$ cat src/rtl/hazard_pkg.sv
// Shared types and limits for the hazard scoreboard (scoreboard entry, forward-select encoding).
package hazard_pkg;

  localparam int unsigned RD_MAX_W  = 8;
  localparam int unsigned DEPTH_MIN = 2;
  localparam int unsigned DEPTH_MAX = 6;
  localparam int unsigned FWD_RF    = 0;

  // rd is stored at the widest supported width so the struct needs no parameter
  typedef struct packed {
    logic                valid;
    logic [RD_MAX_W-1:0] rd;
    logic                we;
    logic                is_load;
  } sb_entry_t;

  function automatic bit depth_ok(input int unsigned depth);
    return (depth >= DEPTH_MIN) && (depth <= DEPTH_MAX);
  endfunction

endpackage

$ cat src/rtl/hazard_match.sv
// Compares one source register against every scoreboard entry; reports hits,
// the youngest hit as a forward select (index+1, 0 = register file) and a load-use hit.
module hazard_match
  import hazard_pkg::*;
#(
  parameter int unsigned REG_AW = 5,
  parameter int unsigned DEPTH  = 3,
  parameter int unsigned FSEL_W = $clog2(DEPTH + 1)
) (
  input  logic [REG_AW-1:0] rs,
  input  logic              rs_used,
  input  sb_entry_t         entries [DEPTH],
  output logic [DEPTH-1:0]  hit,
  output logic [FSEL_W-1:0] sel,
  output logic              load_hit
);

  logic [RD_MAX_W-1:0] rs_ext;

  assign rs_ext = RD_MAX_W'(rs);

  always_comb begin
    hit = '0;
    sel = FSEL_W'(FWD_RF);
    for (int unsigned i = 0; i < DEPTH; i++) begin
      hit[i] = entries[i].valid & entries[i].we & (entries[i].rd != '0) &
               (entries[i].rd == rs_ext) & rs_used;
    end
    // walk oldest to youngest so the lowest matching index wins
    for (int unsigned i = DEPTH; i > 0; i--) begin
      if (hit[i-1]) sel = FSEL_W'(i);
    end
  end

  assign load_hit = hit[0] & entries[0].is_load;

endmodule

$ cat src/rtl/hazard_scoreboard.sv
// ID-stage hazard unit: shift scoreboard of in-flight writers, stall/flush/issue decision,
// saturating perf counters. Define HAZARD_FWD_EN for operand forwarding with load-use-only stalls.
module hazard_scoreboard
  import hazard_pkg::*;
#(
  parameter int unsigned REG_AW = 5,
  parameter int unsigned DEPTH  = 3,
  parameter int unsigned FSEL_W = $clog2(DEPTH + 1)
) (
  input  logic              cpu_clk,
  input  logic              cpu_rst,
  input  logic              id_valid,
  input  logic [REG_AW-1:0] id_rs1,
  input  logic [REG_AW-1:0] id_rs2,
  input  logic              id_rs1_used,
  input  logic              id_rs2_used,
  input  logic [REG_AW-1:0] id_rd,
  input  logic              id_rf_we,
  input  logic              id_is_load,
  input  logic              ex_redirect,
  output logic              stall,
  output logic              flush,
  output logic              issue,
  output logic [FSEL_W-1:0] fwd_rs1_sel,
  output logic [FSEL_W-1:0] fwd_rs2_sel,
  output logic [31:0]       stall_cnt,
  output logic [31:0]       flush_cnt
);

  if (!depth_ok(DEPTH) || (REG_AW > RD_MAX_W)) begin : g_param_check
    $error("hazard_scoreboard: DEPTH or REG_AW out of supported range");
  end

  sb_entry_t          sb [DEPTH];
  sb_entry_t          next_entry;
  logic [DEPTH-1:0]   hit1, hit2;
  logic [FSEL_W-1:0]  sel1, sel2;
  logic               load_hit1, load_hit2;
  logic               stall_raw;
  logic [31:0]        stall_cnt_q, flush_cnt_q;

  hazard_match #(.REG_AW(REG_AW), .DEPTH(DEPTH), .FSEL_W(FSEL_W)) u_match_rs1 (
    .rs       (id_rs1),
    .rs_used  (id_rs1_used),
    .entries  (sb),
    .hit      (hit1),
    .sel      (sel1),
    .load_hit (load_hit1)
  );

  hazard_match #(.REG_AW(REG_AW), .DEPTH(DEPTH), .FSEL_W(FSEL_W)) u_match_rs2 (
    .rs       (id_rs2),
    .rs_used  (id_rs2_used),
    .entries  (sb),
    .hit      (hit2),
    .sel      (sel2),
    .load_hit (load_hit2)
  );

`ifdef HAZARD_FWD_EN
  logic unused_hits;
  assign unused_hits = ^{hit1, hit2};
  assign stall_raw   = load_hit1 | load_hit2;
  assign fwd_rs1_sel = stall ? FSEL_W'(FWD_RF) : sel1;
  assign fwd_rs2_sel = stall ? FSEL_W'(FWD_RF) : sel2;
`else
  logic unused_fwd;
  assign unused_fwd  = ^{sel1, sel2, load_hit1, load_hit2};
  assign stall_raw   = (|hit1) | (|hit2);
  assign fwd_rs1_sel = FSEL_W'(FWD_RF);
  assign fwd_rs2_sel = FSEL_W'(FWD_RF);
`endif

  // redirect overrides any stall: the ID instruction is squashed instead of held
  assign flush = ex_redirect;
  assign stall = id_valid & stall_raw & ~ex_redirect;
  assign issue = id_valid & ~stall_raw & ~ex_redirect;

  always_comb begin
    next_entry = '0;
    if (issue) begin
      next_entry.valid   = 1'b1;
      next_entry.rd      = RD_MAX_W'(id_rd);
      next_entry.we      = id_rf_we;
      next_entry.is_load = id_is_load;
    end
  end

  always_ff @(posedge cpu_clk) begin
    if (cpu_rst) begin
      for (int unsigned i = 0; i < DEPTH; i++) sb[i] <= '0;
      stall_cnt_q <= '0;
      flush_cnt_q <= '0;
    end else begin
      sb[0] <= next_entry;
      for (int unsigned i = 1; i < DEPTH; i++) sb[i] <= sb[i-1];
      if (stall && (stall_cnt_q != '1)) stall_cnt_q <= stall_cnt_q + 32'd1;
      if (flush && (flush_cnt_q != '1)) flush_cnt_q <= flush_cnt_q + 32'd1;
    end
  end

  assign stall_cnt = stall_cnt_q;
  assign flush_cnt = flush_cnt_q;

endmodule

$ cat config.mk
export PLATFORM = sky130hd
export DESIGN_NAME = hazard_scoreboard
export DESIGN_NICKNAME = d
export VERILOG_FILES = /design/src/rtl/hazard_pkg.sv /design/src/rtl/hazard_match.sv /design/src/rtl/hazard_scoreboard.sv
export SDC_FILE = /design/constraint.sdc
export NUM_CORES = 1
export LEC_CHECK = 0
export CAP_MARGIN = 15
export CORE_UTILIZATION = 36
export DETAILED_ROUTE_END_ITERATION = 16
export PLACE_DENSITY = 0.69
export SLEW_MARGIN = 0
export SYNTH_ARGS = -nofsm -noshare
export SYNTH_HDL_FRONTEND = slang
export SYNTH_HIERARCHICAL = 1
export SYNTH_SLANG_ARGS = --single-unit
export TNS_END_PERCENT = 10
$ cat constraint.sdc
create_clock -name cpu_clk -period 4.3 [get_ports cpu_clk]
set_input_delay 0.43 -clock cpu_clk [delete_from_list [all_inputs] [get_ports cpu_clk]]
set_output_delay 0.43 -clock cpu_clk [all_outputs]
set_load 0.03 [all_outputs]
run_1/placed.png
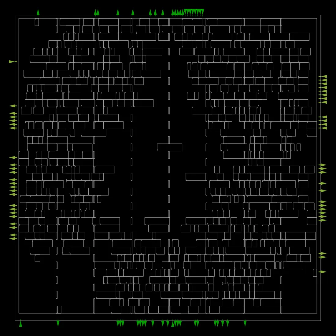
n_taps: 147
Site Rows: 40

run_1/port_trees.png
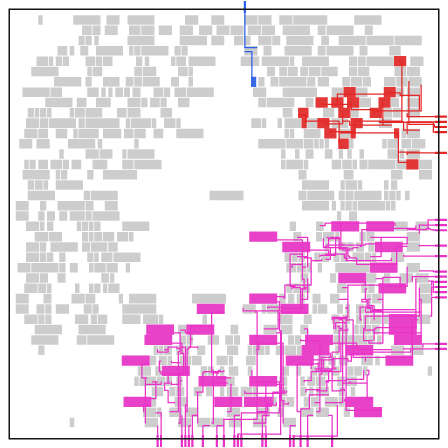
Key: `flush_cnt` = magenta [bits 32, direction output, end cells 32, buffers 32, wire 1,520 um]; `id_rs2` = red [bits 5, direction input, end cells 18, buffers 5, wire 254 um]; `issue` = blue [bits 1, direction output, end cells 1, buffers 1, wire 22.4 um]

==> flow_metrics.env, run 1 <==
# implementation run metrics
export IMPL_ios=94
export IMPL_post_cts_buffers=0
export IMPL_r2r_cells=8
export IMPL_rsz0062_at_grt="no"
export IMPL_drive_gt1_share_pct=6.581
export IMPL_gp_congestion=0.8286
export IMPL_sh_comb_area_pct=45.13
export IMPL_r2r_end="stall_cnt[31]"
export IMPL_cts_root_buffer="clkbuf_16"
export IMPL_grt_util_met2_pct=29.38
export IMPL_outcome="completed"
export IMPL_worstHoldPathCells=1
export IMPL_intPower_mw=1.256
export IMPL_drv_slew=0
export IMPL_setup_violations=0
export IMPL_total_power_mw=1.624
export IMPL_seq_share_pct=29.81
export IMPL_die_area_um2=12720
export IMPL_power_density_nw_per_um2=284.5
export IMPL_cp_buffers_inverters=3
run_1/clock_wires.png
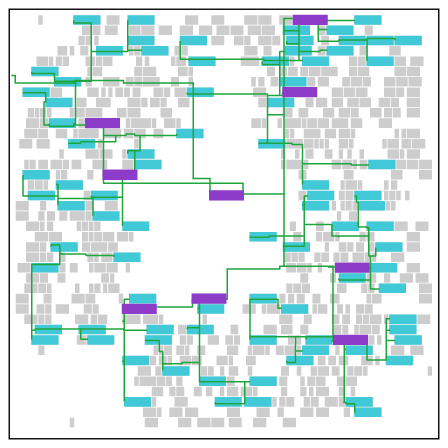
Key: clock wires = green [length 1,150 um]; clock-net drivers = purple [count 9]; flip-flops = cyan [count 85]
Position of the flops: widely spread. There are 10 routed clock nets.
clock latency at the later pin of the worst-skew pair: 340 ps
clk pwr: 0.734 mW
clk_skew: 4.881 ps
Clk pwr share: 45.2%

==> run 1: cell usage in the layout (no fill, tap or decap), types with 3 or more instances in the layout <==
cell type	instances
nand4b_1	3
xor2_1	30
nor2_1	43
nor4_2	3
xnor2_1	16
nand2_1	30
inv_1	18
nand4_1	21
nor3b_1	6
nand3_1	21
a211oi_1	6
and4_1	7
mux2i_1	3
o21ai_0	26
a31oi_1	3
o31ai_1	7
buf_4	3
nor4_1	15
and2_1	9
or4_1	7
nor3_1	10
clkbuf_16	9
a21o_1	5
conb_1	22
and3_1	10
nor2b_1	16
clkdlybuf4s50_1	87
dfxtp_1	85
a21oi_1	36
or3_1	22
and2b_1	4
o2111ai_1	4
==> run 1 -> run 2 <==
--- a/config.mk
+++ b/config.mk
@@ -8,7 +8,7 @@
 export CAP_MARGIN = 15
 export CORE_UTILIZATION = 36
 export DETAILED_ROUTE_END_ITERATION = 16
-export PLACE_DENSITY = 0.69
+export PLACE_DENSITY = 0.71
 export SLEW_MARGIN = 0
 export SYNTH_ARGS = -nofsm -noshare
 export SYNTH_HDL_FRONTEND = slang
==> constraint.sdc (replaced) <==
create_clock -name cpu_clk -period 3 [get_ports cpu_clk]
set_input_delay 0.3 -clock cpu_clk [delete_from_list [all_inputs] [get_ports cpu_clk]]
set_output_delay 0.3 -clock cpu_clk [all_outputs]
set_load 0.03 [all_outputs]
run_2/port_trees.png
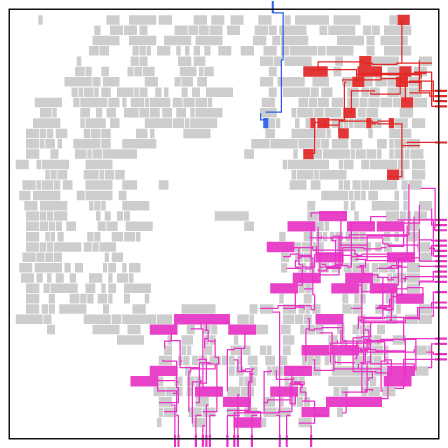
Key: `id_rs2` = red [bits 5, direction input, end cells 18, buffers 8, wire 297 um]; `flush_cnt` = magenta [bits 32, direction output, end cells 32, buffers 32, wire 1,590 um]; `issue` = blue [bits 1, direction output, end cells 1, buffers 1, wire 37.1 um]

run_2/clock_wires.png
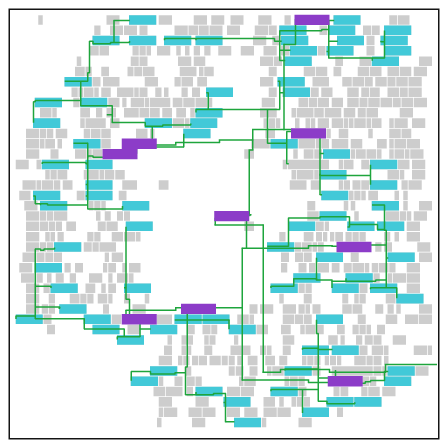
Key: flip-flops = cyan [count 85]; clock-net drivers = purple [count 9]; clock wires = green [length 1,150 um]
Position of the flops: widely spread.

==> run 2 against run 1 <==
Compared with the run above: power grew 52%; largest cell class unchanged; synthesized cell count is the same; largest power group is now the clock network; setup slack lost 430 ps.
==> flow_metrics.env, run 2 <==
# implementation run metrics
export IMPL_gp_congestion=0.8695
export IMPL_sh_comb_area_pct=44.06
export IMPL_drv_slew=0
export IMPL_drive_gt1_share_pct=9.105
export IMPL_ios=94
export IMPL_rows=40
export IMPL_num_nets_final=658
export IMPL_hold_class="in -> reg"
export IMPL_p_clk_share_pct=47.9
export IMPL_worstHoldPathCells=2
export IMPL_lay_top_cells="dfxtp_1, clkdlybuf4s50_1, nor2_1"
export IMPL_fin_skew_ps=5.351
export IMPL_taps=147
export IMPL_outcome="completed"
export IMPL_r2r_end="stall_cnt[27]"
export IMPL_seq_share_pct=29.03
export IMPL_wirelength_mm=11.20
export IMPL_antenna_cells=0
export IMPL_post_cts_buffers=0
export IMPL_total_power_mw=2.469
export IMPL_fin_area_um2=5862
export IMPL_clock_area_share_pct=5.358
export IMPL_rsz0062_at_grt="no"
run_2/layers.png
Bar = 20 um.
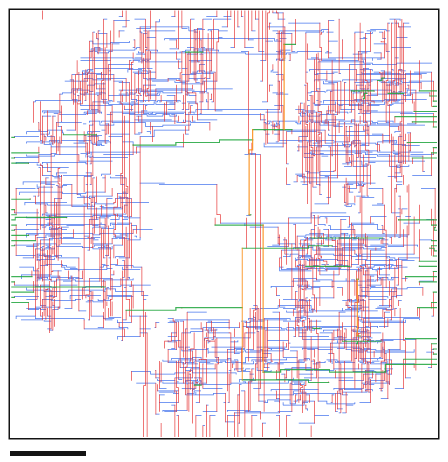
Key: M2 = red [wire length 5,560 um]; M4 = orange [wire length 134 um]; M3 = green [wire length 467 um]; M1 = blue [wire length 5,040 um]

## run 2: metal layers
layer / vias up / track usage [%] / share of wire (%)
li1: 2095 / - / -
met1: 2009 / 21.00 / 45
met2: 87 / 31.98 / 50
met3: 12 / 4.821 / 4.2
met4: 0 / 6.222 / 1.2
met5: - / 0 / 0
## run 2: stage by stage
stage | std cells | TNS [ps] | util [%] | worst slack [ps] | hold WS [ps]
2_1_floorplan | 542 | 0 | - | 638.0 | 421.7
3_3_place_gp | 769 | -12.01 | 46.32 | -10.36 | 470.4
3_5_place_dp | 769 | -803.6 | 46.32 | -141.2 | 477.6
4_1_cts | 784 | 0 | 48.99 | 59.53 | 429.2
5_1_grt | 784 | 0 | 49.01 | 81.11 | 457.0
6_report | 784 | 0 | 49.01 | 226.7 | 438.4
==> run 2 -> run 3 <==
--- a/config.mk
+++ b/config.mk
@@ -8,7 +8,7 @@
 export CAP_MARGIN = 15
 export CORE_UTILIZATION = 36
 export DETAILED_ROUTE_END_ITERATION = 16
-export PLACE_DENSITY = 0.71
+export PLACE_DENSITY = 0.64
 export SLEW_MARGIN = 0
 export SYNTH_ARGS = -nofsm -noshare
 export SYNTH_HDL_FRONTEND = slang
==> constraint.sdc (replaced) <==
create_clock -name cpu_clk -period 3 [get_ports cpu_clk]
set_input_delay 0.6 -clock cpu_clk [delete_from_list [all_inputs] [get_ports cpu_clk]]
set_output_delay 0.6 -clock cpu_clk [all_outputs]
set_load 0.03 [all_outputs]
run_3/pinout.png
Pins as bars across the die edge, other pins in gray.
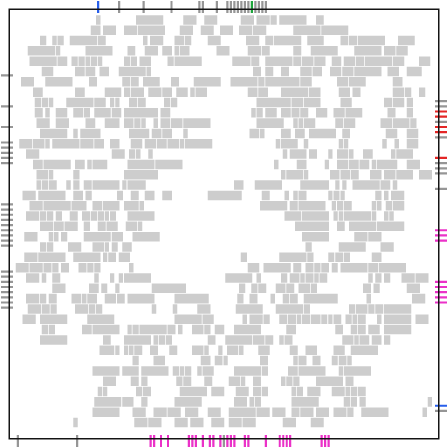
Key: `flush_cnt` = magenta [pins 32, direction output, edge 24 bottom, 8 right]; `id_rs2` = red [pins 5, direction input, edge right]; `issue` = green [pins 1, direction output, edge top]; `fwd_rs1_sel` = blue [pins 2, direction output, edge 1 top, 1 right]
Die X: 112.8 um
Buffers on Ports: 88

run_3/placed.png
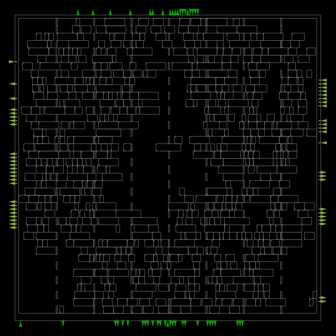
sequential cell area share: 29.05%
post-route core utilization: 48.97%
Non-Filler Instances: 788

==> run 3 against run 2 <==
Compared with the run above: area after synthesis unchanged; final cell count up 0.51%; first-iteration DRC count fell by 31%; critical endpoint is now stall; synthesized cell count is the same; sequential share of layout area is essentially flat; setup slack worse by 120 ps; sequential cell count did not move; utilization hardly changed; critical path depth did not move; combinational power fell by 3%; largest power group is now registers; non-clock buffer count up 3; clock-buffer cell count up 3.
==> flow_metrics.env, run 3 <==
# implementation run metrics
export IMPL_dr_wl_met3_um=546
export IMPL_power_density_nw_per_um2=394.1
export IMPL_layout_top_cell_excl_fill_tap="dfxtp_1"
export IMPL_p_clk_share_pct=44.5
export IMPL_fin_hold_ws_ps=478.7
export IMPL_setup_violations=0
export IMPL_dp_cells=771
export IMPL_grt_util_met2_pct=31.15
export IMPL_hold_class="reg -> reg"
export IMPL_worstHoldPathCells=1
export IMPL_wirelength_mm=11.30
export IMPL_ios=94
export IMPL_gp_congestion=0.8179
export IMPL_clock_area_share_pct=4.613
export IMPL_layout_nonclk_buf_share_pct=17.19
export IMPL_r2r_cells=10
export IMPL_synth_cells=521
export IMPL_fin_ws_ps=105.5
export IMPL_clk_latency_ps=330
export IMPL_outcome="completed"
export IMPL_area_growth_pct=32.63
export IMPL_met3_usage_pct=4.392
export IMPL_fin_area_um2=5858
export IMPL_wl_met2_mm=5.485
export IMPL_fin_setup_tns_ps=0
export IMPL_antenna_found_initial=0
export IMPL_lay_top_cells="dfxtp_1, clkdlybuf4s50_1, nor2_1"
export IMPL_die_area_um2=12720
export IMPL_ant_nets=0
export IMPL_p_switching_mw=0.5323
export IMPL_wl_met1_mm=5.171
export IMPL_drt_iter0_markers=201
export IMPL_antenna_cells=0
export IMPL_use_met1_pct=22.84
export IMPL_top_usage_layer="met2"
export IMPL_dp_worst_setup_slack_ps=-394.8
export IMPL_num_nets_final=661
export IMPL_highest_signal_layer="met4"
export IMPL_drv_slew=0
export IMPL_cts_root_buffer="clkbuf_16"
export IMPL_r2r_end="stall_cnt[27]"
export IMPL_power_frac_comb_pct=5.8
export IMPL_start_kind="input pin"
export IMPL_drive_gt1_share_pct=11.70
export IMPL_taps=147
export IMPL_rows=40
export IMPL_intPower_mw=1.776
export IMPL_worst_slew_pin_slew_ps=531.1
run_3/clock_wires.png
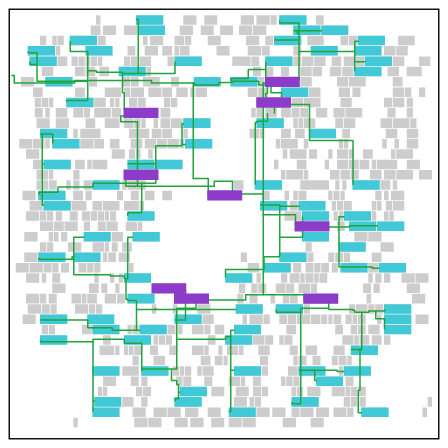
Key: flip-flops = cyan [count 85]; clock-net drivers = purple [count 9]; clock wires = green [length 1,150 um]
Position of the flops: widely spread. There are 10 routed clock nets.
clk_skew: 7.875 ps
clk pwr: 1.03 mW

[run 3: power groups by stage]
stage / combinational (mW) / clock (mW) / sequential (mW)
finish: 0.135 / 1.03 / 1.15
global route: 0.148 / 1.09 / 1.15
CTS: 0.134 / 1.05 / 1.15
detailed placement: 0.137 / 0 / 1.17
global placement: 0.134 / 0 / 1.17
floorplan: 0.0747 / 0 / 1.18
[run 3: what timing repair did]
action / in CTS / in global routing
setup endpoints to repair: 8 / 8
resized: 18 / 16
pin swaps: 5 / 5
setup buffers: 1 / 0
[run 3: critical path, stage by stage]
cell and delay (ps):
dlygate4sd2_1 290, xor2_1 190, nor4_2 310, o2111ai_1 150, inv_1 120, nor4_4 60, a21o_1 200, buf_4 170
inv_2 80, buf_6 130
Power figures rest on the tool's default switching activity, not on a simulated workload.
